Run 1, signal wires on met1:
Scale bar: 50 um.
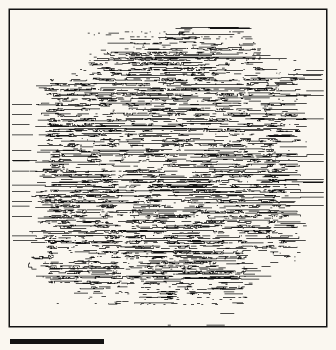
Run 1, M2 wires:
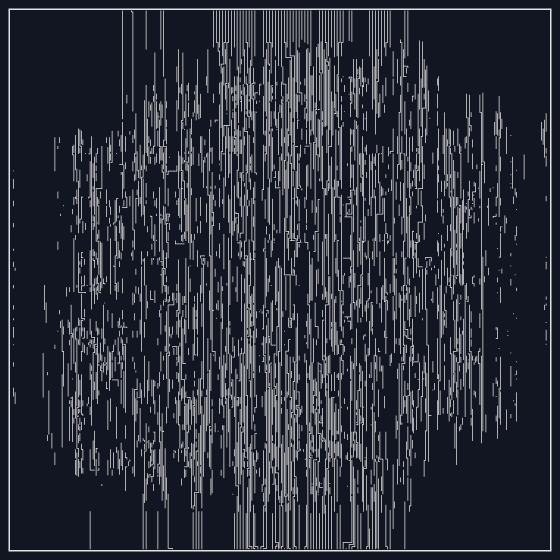
Run 1, met3 routing:
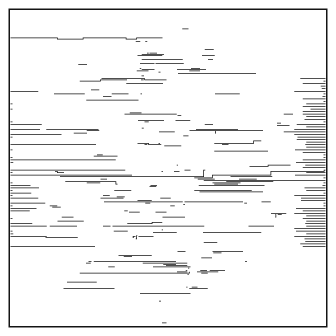
<file path="config.mk">
export PLATFORM = sky130hd
export DESIGN_NAME = axi4_lite_slave_regfile
export DESIGN_NICKNAME = d
export VERILOG_FILES = /design/src/rtl/axi4_lite_slave_regfile.sv
export SDC_FILE = /design/constraint.sdc
export NUM_CORES = 1
export LEC_CHECK = 0
export ABC_AREA = 1
export ABC_CLOCK_PERIOD_IN_PS = 20600
export CORE_MARGIN = 10
export CORE_UTILIZATION = 45
export CTS_CLUSTER_SIZE = 25
export DETAILED_ROUTE_END_ITERATION = 12
export PLACE_DENSITY = 0.71
export SLEW_MARGIN = 10
export SYNTH_ARGS = -nofsm -noshare
export SYNTH_HDL_FRONTEND = slang
export SYNTH_SLANG_ARGS = --single-unit
</file>
<file path="constraint.sdc">
create_clock -name ACLK -period 20.6 [get_ports ACLK]
set_input_delay 4.12 -clock ACLK [delete_from_list [all_inputs] [get_ports ACLK]]
set_output_delay 4.12 -clock ACLK [all_outputs]
set_load 0.02 [all_outputs]
</file>
<file path="src/rtl/axi4_lite_slave_regfile.sv">
// AXI4-Lite completer holding NUM_REGS control registers of 32 bits each.
// The write path (AW/W/B) and the read path (AR/R) are independent FSMs.
// Register contents are also exported flat on reg_out for the surrounding logic.
module axi4_lite_slave_regfile #(
  parameter int                    ADDR_WIDTH = 4,
  parameter int                    DATA_WIDTH = 32,
  parameter int                    NUM_REGS   = 4,
  parameter logic [DATA_WIDTH-1:0] RESET_VAL  = 32'h0000_0000
) (
  input  logic                           ACLK,
  input  logic                           ARESET,
  input  logic [ADDR_WIDTH-1:0]          AWADDR,
  input  logic                           AWVALID,
  output logic                           AWREADY,
  input  logic [DATA_WIDTH-1:0]          WDATA,
  input  logic                           WVALID,
  output logic                           WREADY,
  output logic [1:0]                     BRESP,
  output logic                           BVALID,
  input  logic                           BREADY,
  input  logic [ADDR_WIDTH-1:0]          ARADDR,
  input  logic                           ARVALID,
  output logic                           ARREADY,
  output logic [DATA_WIDTH-1:0]          RDATA,
  output logic [1:0]                     RRESP,
  output logic                           RVALID,
  input  logic                           RREADY,
  output logic [NUM_REGS*DATA_WIDTH-1:0] reg_out
);

  localparam logic [1:0] RESP_OKAY   = 2'b00;
  localparam logic [1:0] RESP_SLVERR = 2'b10;
  localparam logic [1:0] RESP_DECERR = 2'b11;

  typedef enum logic [1:0] {W_IDLE, W_ADDR, W_DATA, W_RESP} wstate_t;
  typedef enum logic       {R_IDLE, R_DATA} rstate_t;

  // Word index of a byte address (always 32 bits so it compares cleanly with ints)
  function automatic logic [31:0] word_idx(input logic [ADDR_WIDTH-1:0] addr);
    word_idx = 32'(addr) >> 2;
  endfunction

  // Response for an address: misalignment wins over an out-of-range index
  function automatic logic [1:0] decode_resp(input logic [ADDR_WIDTH-1:0] addr);
    if (addr[1:0] != 2'b00) begin
      decode_resp = RESP_SLVERR;
    end else if (word_idx(addr) >= 32'(NUM_REGS)) begin
      decode_resp = RESP_DECERR;
    end else begin
      decode_resp = RESP_OKAY;
    end
  endfunction

  // Write path state
  wstate_t                 wstate_q, wstate_d;
  logic [ADDR_WIDTH-1:0]   awaddr_q, awaddr_d;
  logic [DATA_WIDTH-1:0]   wdata_q, wdata_d;
  logic                    awready_q, awready_d;
  logic                    wready_q, wready_d;
  logic                    bvalid_q, bvalid_d;
  logic [1:0]              bresp_q, bresp_d;
  logic                    commit;
  logic [ADDR_WIDTH-1:0]   commit_addr;
  logic [DATA_WIDTH-1:0]   commit_data;

  // Read path state
  rstate_t                 rstate_q, rstate_d;
  logic                    arready_q, arready_d;
  logic                    rvalid_q, rvalid_d;
  logic [DATA_WIDTH-1:0]   rdata_q, rdata_d;
  logic [1:0]              rresp_q, rresp_d;

  // Register bank
  logic [DATA_WIDTH-1:0]   regs_q [NUM_REGS];
  logic [DATA_WIDTH-1:0]   regs_d [NUM_REGS];

  logic aw_hs;
  logic w_hs;
  logic ar_hs;

  assign aw_hs = AWVALID && awready_q;
  assign w_hs  = WVALID && wready_q;
  assign ar_hs = ARVALID && arready_q;

  // Write FSM next state: collect AW and W in either order, then commit and respond
  always_comb begin
    wstate_d    = wstate_q;
    awaddr_d    = awaddr_q;
    wdata_d     = wdata_q;
    bresp_d     = bresp_q;
    commit      = 1'b0;
    commit_addr = awaddr_q;
    commit_data = wdata_q;
    case (wstate_q)
      W_IDLE: begin
        if (aw_hs && w_hs) begin
          commit      = 1'b1;
          commit_addr = AWADDR;
          commit_data = WDATA;
        end else if (aw_hs) begin
          awaddr_d = AWADDR;
          wstate_d = W_ADDR;
        end else if (w_hs) begin
          wdata_d  = WDATA;
          wstate_d = W_DATA;
        end
      end
      W_ADDR: begin
        if (w_hs) begin
          commit      = 1'b1;
          commit_data = WDATA;
        end
      end
      W_DATA: begin
        if (aw_hs) begin
          commit      = 1'b1;
          commit_addr = AWADDR;
        end
      end
      W_RESP: begin
        if (BREADY) begin
          wstate_d = W_IDLE;
        end
      end
      default: wstate_d = W_IDLE;
    endcase
    if (commit) begin
      wstate_d = W_RESP;
      bresp_d  = decode_resp(commit_addr);
    end
    // Ready/valid flops follow the state being entered so they are glitch-free outputs
    awready_d = (wstate_d == W_IDLE) || (wstate_d == W_DATA);
    wready_d  = (wstate_d == W_IDLE) || (wstate_d == W_ADDR);
    bvalid_d  = (wstate_d == W_RESP);
  end

  // Write FSM registers
  always_ff @(posedge ACLK or posedge ARESET) begin
    if (ARESET) begin
      wstate_q  <= W_IDLE;
      awaddr_q  <= '0;
      wdata_q   <= '0;
      awready_q <= 1'b0;
      wready_q  <= 1'b0;
      bvalid_q  <= 1'b0;
      bresp_q   <= RESP_OKAY;
    end else begin
      wstate_q  <= wstate_d;
      awaddr_q  <= awaddr_d;
      wdata_q   <= wdata_d;
      awready_q <= awready_d;
      wready_q  <= wready_d;
      bvalid_q  <= bvalid_d;
      bresp_q   <= bresp_d;
    end
  end

  // Register bank next value: only an error-free write lands in the addressed register
  always_comb begin
    for (int i = 0; i < NUM_REGS; i++) begin
      regs_d[i] = regs_q[i];
    end
    if (commit && (decode_resp(commit_addr) == RESP_OKAY)) begin
      for (int i = 0; i < NUM_REGS; i++) begin
        if (word_idx(commit_addr) == 32'(i)) begin
          regs_d[i] = commit_data;
        end
      end
    end
  end

  // Register bank flops
  always_ff @(posedge ACLK or posedge ARESET) begin
    if (ARESET) begin
      for (int i = 0; i < NUM_REGS; i++) begin
        regs_q[i] <= RESET_VAL;
      end
    end else begin
      for (int i = 0; i < NUM_REGS; i++) begin
        regs_q[i] <= regs_d[i];
      end
    end
  end

  // Read FSM next state: sample the pre-commit register value on the AR handshake
  always_comb begin
    rstate_d = rstate_q;
    rdata_d  = rdata_q;
    rresp_d  = rresp_q;
    case (rstate_q)
      R_IDLE: begin
        if (ar_hs) begin
          rresp_d = decode_resp(ARADDR);
          rdata_d = '0;
          if (rresp_d == RESP_OKAY) begin
            for (int i = 0; i < NUM_REGS; i++) begin
              if (word_idx(ARADDR) == 32'(i)) begin
                rdata_d = regs_q[i];
              end
            end
          end
          rstate_d = R_DATA;
        end
      end
      R_DATA: begin
        if (RREADY) begin
          rstate_d = R_IDLE;
        end
      end
      default: rstate_d = R_IDLE;
    endcase
    arready_d = (rstate_d == R_IDLE);
    rvalid_d  = (rstate_d == R_DATA);
  end

  // Read FSM registers
  always_ff @(posedge ACLK or posedge ARESET) begin
    if (ARESET) begin
      rstate_q  <= R_IDLE;
      arready_q <= 1'b0;
      rvalid_q  <= 1'b0;
      rdata_q   <= '0;
      rresp_q   <= RESP_OKAY;
    end else begin
      rstate_q  <= rstate_d;
      arready_q <= arready_d;
      rvalid_q  <= rvalid_d;
      rdata_q   <= rdata_d;
      rresp_q   <= rresp_d;
    end
  end

  assign AWREADY = awready_q;
  assign WREADY  = wready_q;
  assign BVALID  = bvalid_q;
  assign BRESP   = bresp_q;
  assign ARREADY = arready_q;
  assign RVALID  = rvalid_q;
  assign RDATA   = rdata_q;
  assign RRESP   = rresp_q;

  for (genvar g = 0; g < NUM_REGS; g++) begin : g_reg_out
    assign reg_out[g*DATA_WIDTH +: DATA_WIDTH] = regs_q[g];
  end

endmodule

</file>
==> git commit body, run 1 <==
Store results of the implementation flow

- For this design, the slowest cell found on the critical path is nand2_1.
- In this run the power density over the cells is 159.1 nW/um^2.
* Via count of the first global-routing pass: 9023
- First DRT Iteration DRCs: 853
- Ratio of cells with drive above 1 in the final layout: 4.201%
- After detailed routing, the average wire length per cell comes to 18.79 um.
- Across the run, the number of max-cap violations was 0.
- Clock tree sinks: 205
- Total clock buffers created by CTS: 22
- Cells along the critical path: clkdlybuf4s50_1, nand2_1, inv_2, nand2_1, nand3_1, nand3_1, nor2_4, buf_4, nand2_1, nand2_1, nand2_1
- The setup path with the least slack is of type primary input to flop.
* Final Hold Vio Count: 0
* Count of instantiated cells in the yosys netlist: 1301
- In this run the cell area of the synthesized design comes to 9976 um^2.
- Sum Neg Setup Slack: 0 ns
- Signal arrival time at the worst endpoint: 8.83 ns
- For the worst reg-to-reg path, the endpoint reported by OpenROAD is reg_out[36].
* Effective utilization at floorplan: 45.71%
* Source of the critical timing path: WVALID
* Worst relative slew slack: 20.05%
- Maximum number of pins on one net before global-route repair: 134
* Hold-fix buffers, CTS: 0
* Detailed placement HPWL: 22.48 mm
* Die outline width: 168.9 um
- Global routing consumed, over all layers together, 22.45% of the routing resources.
- GRT overflow: 0
* Count of state elements after synthesis: 205
- Kind of end point of the critical path: flop
- Layout Area Growth over Synthesis: 29.55%
- Count of TritonRoute iterations in the first routing pass: 8
* Root Buffer: clkbuf_16
- Per-cell via count in the routed design: 5.436
* Outcome: finished clean
* Chip height: 168.9 um
- CP Launch Type: primary input
- Gpl congestion: 0.8693
- Yosys Chip Area: 9976 um^2
- Sequential element share of the synthesized area: 51.42%
* Number of max-slew violations in the final report: 0
* Minimum setup slack among reg-to-reg paths: 15.85 ns
- During synthesis, Yosys emitted a total of 0 warnings.
- Worst supply voltage drop on vdd: 155.1 uV
- Final Critical Period: 8.444 ns
- After floorplanning, the die was sized to cover 28520 um^2.
- Leaving out fill and tap cells, the most frequent cell in the layout is nand2_1.
- TritonCTS built the clock tree.
- At the end of the flow, the number of nets in the layout was 1511.
- Clock transition time at the flip-flop clock pins of the worst setup and hold paths: 0.06 ns
- Sum of routed wire length over all layers: 32.99 mm
- Critical path required time: 20.99 ns
- DRC violation count after routing: 0
* Clock tree buffer depth: 3
* Log Warnings: 31
- The first global-routing pass estimated 52.25 mm of wire.
- The library cells used most frequently in the layout, excluding fill and tap cells, are nand2_1 (522), clkdlybuf4s50_1 (212), dfrtp_1 (205).
- Antenna diode count: 0
- Clock latency reported for the late side of the worst-skew pair: 0.51 ns
- Looking at the clock tree report, the H-tree level count equals 1.
* Unique cell type count in the Yosys netlist: 25
- After floorplanning, the core was divided into 54 placement rows.
- Post-CTS Repair Setup Buffers: 0
About 'signal wires on met1':
nets with wire on the layer	1327
longest straight run	59.8 um
main direction	horizontal
share of all routed wire	42%

About 'M2 wires':
share of all routed wire	46%
nets with wire on the layer	1151

About 'met3 routing':
longest straight run	76.6 um
main direction	horizontal
share of all routed wire	9.3%
nets with wire on the layer	185
wire length on this layer	3050 um

==> run 1: per-layer routing <==
layer	part of all wire (%)	GRT usage, %	wire length (um)	vias to the layer above
met5	0	0	0	-
met4	2.1	5.488	705	0
met3	9.2	6.021	3051	50
met2	46	35.86	15330	388
met1	42	29.65	13900	4558
li1	-	-	-	4550
==> run 1: logic make-up (layout without fill, tap and decap cells) <==
family                   Yosys count  after routing  synth area share [%]
flip-flops                       205            205                 51.42
adder cells (fa/ha/maj)            4              4                0.5017
AND-OR/OR-AND                    184            184                 10.46
buffers and inverters            148            322                 6.484
other                              1              2               0.03759
AND/OR/NAND/NOR                  759            759                 31.09
==> run 1: registers in the layout, summed over array words and instances, names as in the netlist <==
signal    cells
RDATA        32
reg_out     128
BRESP         1
WREADY        1
RVALID        1
awaddr_q      4
AWREADY       1
wdata_q      32
wstate_q      2
ARREADY       1
BVALID        1
RRESP         1
==> run 1: stage by stage <==
| step | setup WS, ns | hold WS (ns) | cells | power, W | instance area [um^2] |
|---|---|---|---|---|---|
| 6_report | 12.16 | 0.4793 | 1756 | 0.002056 | 12920 |
| 5_1_grt | 11.63 | 0.5042 | 1756 | 0.002187 | 12920 |
| 4_1_cts | 12.19 | 0.4846 | 1756 | 0.002061 | 12920 |
| 3_5_place_dp | 11.72 | 0.4676 | 1716 | 0.001632 | 12140 |
| 3_3_place_gp | 11.83 | 0.4615 | 1716 | 0.001612 | 12140 |
| 2_1_floorplan | 10.88 | 0.4530 | 1302 | 0.001214 | 9980 |
==> run 1: Yosys cell counts, drive strengths merged <==
master | number | area share (%)
nand2 | 524 | 20
dfrtp | 205 | 51
nand3 | 171 | 8.6
o21ai | 135 | 6.9
inv | 61 | 2.3
nor2 | 51 | 2.1
buf | 46 | 2.6
clkbuf | 41 | 1.5
o211ai | 30 | 2.3
nor3 | 11 | 0.55
o31ai | 8 | 0.60
a21oi | 4 | 0.20
ha | 4 | 0.50
o22ai | 4 | 0.25
o221ai | 2 | 0.18
or2 | 2 | 0.13
a22o | 1 | 0.088
conb | 1 | 0.038
==> run 1: layout make-up <==
cell class / count / area (um^2)
Tap cell: 280 / 350.3
Clock buffer: 33 / 703.2
Sequential cell: 205 / 5130
Clock inverter: 7 / 85.08
Multi-Input combinational cell: 949 / 4232
Inverter: 61 / 236.5
Timing Repair Buffer: 221 / 2187
Fill cell: 1930 / 8900
==> run 1: where the power goes <==
part / internal, W / switching, W
combinational: 0.000328 / 0.000642
sequential: 0.000544 / 0.000116
clock: 0.000260 / 0.000166
total: 0.00113 / 0.000924
==> run 1: worst min path at each step <==
stage	endpoint	slack (ns)	cells after the start
after CTS	RDATA[17]	0.48	2
after floorplan	awaddr_q[0]	0.45	2
final	RDATA[12]	0.48	2
after detailed placement	RDATA[17]	0.47	2
after global routing	RDATA[7]	0.50	2
after global placement	RDATA[9]	0.46	2
==> run 1: worst max-delay path: cells and delay by family <==
family / cells / cell delay (ns)
buf+inv: 3 / 1.97
simple gates: 8 / 2.64
==> inputs of run 2 (changes only) <==
Settings changed: ABC_CLOCK_PERIOD_IN_PS 20600 to 7860.
Clock period 20.6 ns to 7.86 ns, I/O delays scaled along.
Run 2, met3 routing:
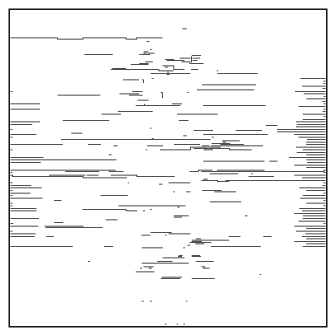
share of all routed wire	8.5%
nets with wire on the layer	186
wire length on this layer	2810 um

==> git commit body, run 2 <==
Store results of the implementation flow

* Count of H-tree levels built during CTS: 1
- Via count of the first global-routing pass: 9139
- For the worst-skew pair, the clock arrives at the later sink with an insertion delay of 0.53 ns.
- CP Launch Type: primary input
- Measured against its own limit, the worst slew margin works out to 16.81%.
- The repair_antennas step left the layout with diodes totalling 0.
* Leakage Power: 6.343 nW
- The commonest cells after synthesis are nand2_1 (523), dfrtp_1 (205), nand3_1 (171), o21ai_0 (132), inv_1 (61).
- In this run the count of I/O pins placed on the die edge is 216.
- Per the synthesis report, the dominant area consumer among library cells is dfrtp_1.
* Finished Cell Area: 12960 um^2
- First DRT Iteration DRCs: 811
* Worst supply voltage drop on vdd: 255.7 uV
- Clock tree buffer depth: 3
* Max Clk Rate: 0.1920 GHz
- The flow ran to the end, and the final reports show no timing, DRC or antenna violations.
- Die outline width: 168.9 um
- Summing the sequential cell areas from Yosys gives 51.42% of the chip area.
* Signal arrival time at the worst endpoint: 5.61 ns
- Kind of end point of the critical path: flop
* Count of TritonRoute iterations in the first routing pass: 6
* Port bufs: 213
* Final Critical Period: 5.210 ns
* Layout filler cell count: 1963
- Synthesis instantiated 25 different standard cells from the library.
- The clock drives 205 sinks.
- The synthesized netlist devotes 0% of its cell area to XOR and XNOR gates.
* Yosys Chip Area: 9976 um^2
- The most common cell in the synthesized netlist is nand2_1.
* Synth Cell Area: 9976 um^2
- Via count: 9502
* Simple-gate area share of the yosys netlist: 31.09%
- The synthesized netlist devotes 10.46% of its cell area to compound gates.
- Dividing the detail-routed wire length by the instance count gives 18.79 um.
- Post-CTS Repair Setup Buffers: 0
- For this run, the final setup violation count is recorded as 0.
- Gpl congestion: 0.8454
- Share of synthesized registers carrying an async set or reset: 100.0%
- Hold-fix buffers, CTS: 0
- Multi-input logic area: 4232 um^2
- Warnings from Yosys: 0
- Multiplexer share of the synthesized area: 0%
- The finished design was reported to have a net count of 1514.
- Entering global routing, the biggest net connects 134 pins.
* Wire length of the first global-routing pass: 52.54 mm
* Critical path required time: 8.26 ns
* Kind of critical path: primary input to flop
* Sum Neg Setup Slack: 0 ns
- In the placement report, post-DP HPWL is listed as 22.79 mm.
- Placeable core region: 21820 um^2
- Global routing finished with a remaining overflow of 0.
* Log Warnings: 31
* Number of routed nets with antenna violations: 0
- The synth_stat.txt file lists the number of cells as 1301.
- STA reports the tightest min-delay check as being of type flop to flop.
* # resized after CTS: 0
- The post-route netlist has 4.324% of its cells at a drive strength greater than 1.
- The floorplan step defined a die boundary enclosing 28520 um^2.
- Looking at the max-slew report, the worst-margin pin has a slew of 1.245 ns.
- DRC violation count after routing: 0
- Sum of routed wire length over all layers: 33.08 mm
- In this run the vertical extent of the chip is 168.9 um.
- Yosys reported a register bit count of 205.
- Counting only logic cells after layout, the most numerous master is nand2_1.
- The initial utilization of the core area, before any placement, comes to 45.71%.
- The post-placement cell area is 12140 um^2.
- Number of max-slew violations in the final report: 0
- RSZ-0062 raised after global routing: false
- The synthesized design contains 0 enable-type register cells.
* Highest-count cells in the layout ignoring fill and taps: nand2_1 (522), clkdlybuf4s50_1 (212), dfrtp_1 (205)
- In the routed layout, each cell is associated on average with a via count of 5.399.
- The cell sitting at the root of the clock tree is a clkbuf_16.
* Combinational family with the most area after synthesis: simple AND/OR/NAND/NOR gates
- In this run, the synthesized area fraction spent on adder and majority cells is recorded as 0.5017%.
* Cell count after synthesis: 1301
- Clock transition time at the flip-flop clock pins of the worst setup and hold paths: 0.06 ns
- In this run the mean area of a mapped cell was 7.668 um^2.
- The report shows a maximum critical-path fanout of 66.
* Post-layout total power: 0.005407 W
* Cell Rows: 54
- Top cell area share: 51.42%
- Per the layout area report, the register area comes to 5130 um^2.
* Ratio of final minimum period to clock period: 66.28%
* Layout Area Growth over Synthesis: 29.93%
- Final Hold Vio Count: 0
- Largest cells by area: dfrtp_1 (51%), nand2_1 (20%), nand3_1 (8.6%)
- For this run, the leading register cell type out of synthesis is dfrtp_1.
- Buffers inserted during clock tree synthesis total 23.
- Max-cap violation count: 0
* Pwr dens: 417.2 nW/um^2
- Global routing consumed, over all layers together, 22.57% of the routing resources.
* Final setup skew: 0.01314 ns
- Number of antenna violations at the first check in global routing: 1
- TritonCTS built the clock tree.
- Number of flip-flops in the largest register: 128
==> run 2: cell count changes in the layout (fill, tap and decap cells not counted), sizes merged <==
cell / delta
clkinvlp: +2
inv: +1
buf: +2
clkinv: -1
==> run 2: kinds of logic after synthesis <==
| logic type | after synthesis |
|---|---|
| AND/OR/NAND/NOR | 759 |
| flip-flops | 205 |
| AND-OR/OR-AND | 184 |
| buffers and inverters | 148 |
| adder cells (fa/ha/maj) | 4 |
| other | 1 |
==> run 2: worst max-delay path: stages <==
cell,delay (ns)
clkdlybuf4s50_1,0.45
nand2_1,0.14
inv_2,0.72
nand2_1,0.11
nand3_1,0.18
nand3_1,0.13
nor2_4,0.54
buf_4,0.61
nand2_1,0.80
nand2_1,0.24
nand2_1,0.08
==> run 2: per-stage QoR <==
step | std cells | hold slack, ns | worst slack (ns) | util, %
after detailed placement | 1717 | 0.4679 | 2.130 | 55.64
after floorplan | 1302 | 0.4530 | 0.6922 | -
after global routing | 1760 | 0.4946 | 2.223 | 59.39
final | 1760 | 0.4803 | 2.650 | 59.39
after CTS | 1759 | 0.4838 | 2.656 | 59.30
after global placement | 1717 | 0.4622 | 2.263 | 55.64
==> run 2: report_power, final <==
group	internal (W)	switching, W	leakage (nW)
Sequential	0.00142	0.000302	2.71
Clock	0.000674	0.000445	0.391
Combinational	0.000872	0.00169	3.24
Total	0.00297	0.00244	6.34
==> run 2: path summary, 6_finish.rpt <==
| check | start | to | slack, ns | cells after the start |
|---|---|---|---|---|
| min | RDATA[6] | RDATA[6] | 0.48 | 2 |
| max | WVALID | reg_out[59] | 2.65 | 11 |
| max in group asynchronous | ARESET | wdata_q[28] | 4.64 | 3 |
| min reg2reg | RDATA[6] | RDATA[6] | 0.48 | 2 |
| min in group asynchronous | ARESET | RDATA[3] | 1.63 | 2 |
| max reg2reg | WREADY | reg_out[59] | 3.81 | 10 |
==> run 2: final cells by class <==
class,instances,share of cell area [%]
Clock inverter,9,0.8881
Inverter,61,1.824
Timing Repair Buffer,223,17.09
Tap cell,280,2.703
Sequential cell,205,39.58
Clock buffer,33,5.271
Multi-Input combinational cell,949,32.65
==> run 2: layer usage <==
| layer | GRT usage [%] | up-vias | part of all wire, % |
|---|---|---|---|
| met5 | 0 | - | 0.039 |
| met3 | 5.604 | 63 | 8.5 |
| met4 | 6.813 | 2 | 2.7 |
| met1 | 29.85 | 4518 | 42 |
| met2 | 35.72 | 375 | 47 |
| li1 | - | 4544 | - |
Power and IR drop assume default switching activity.
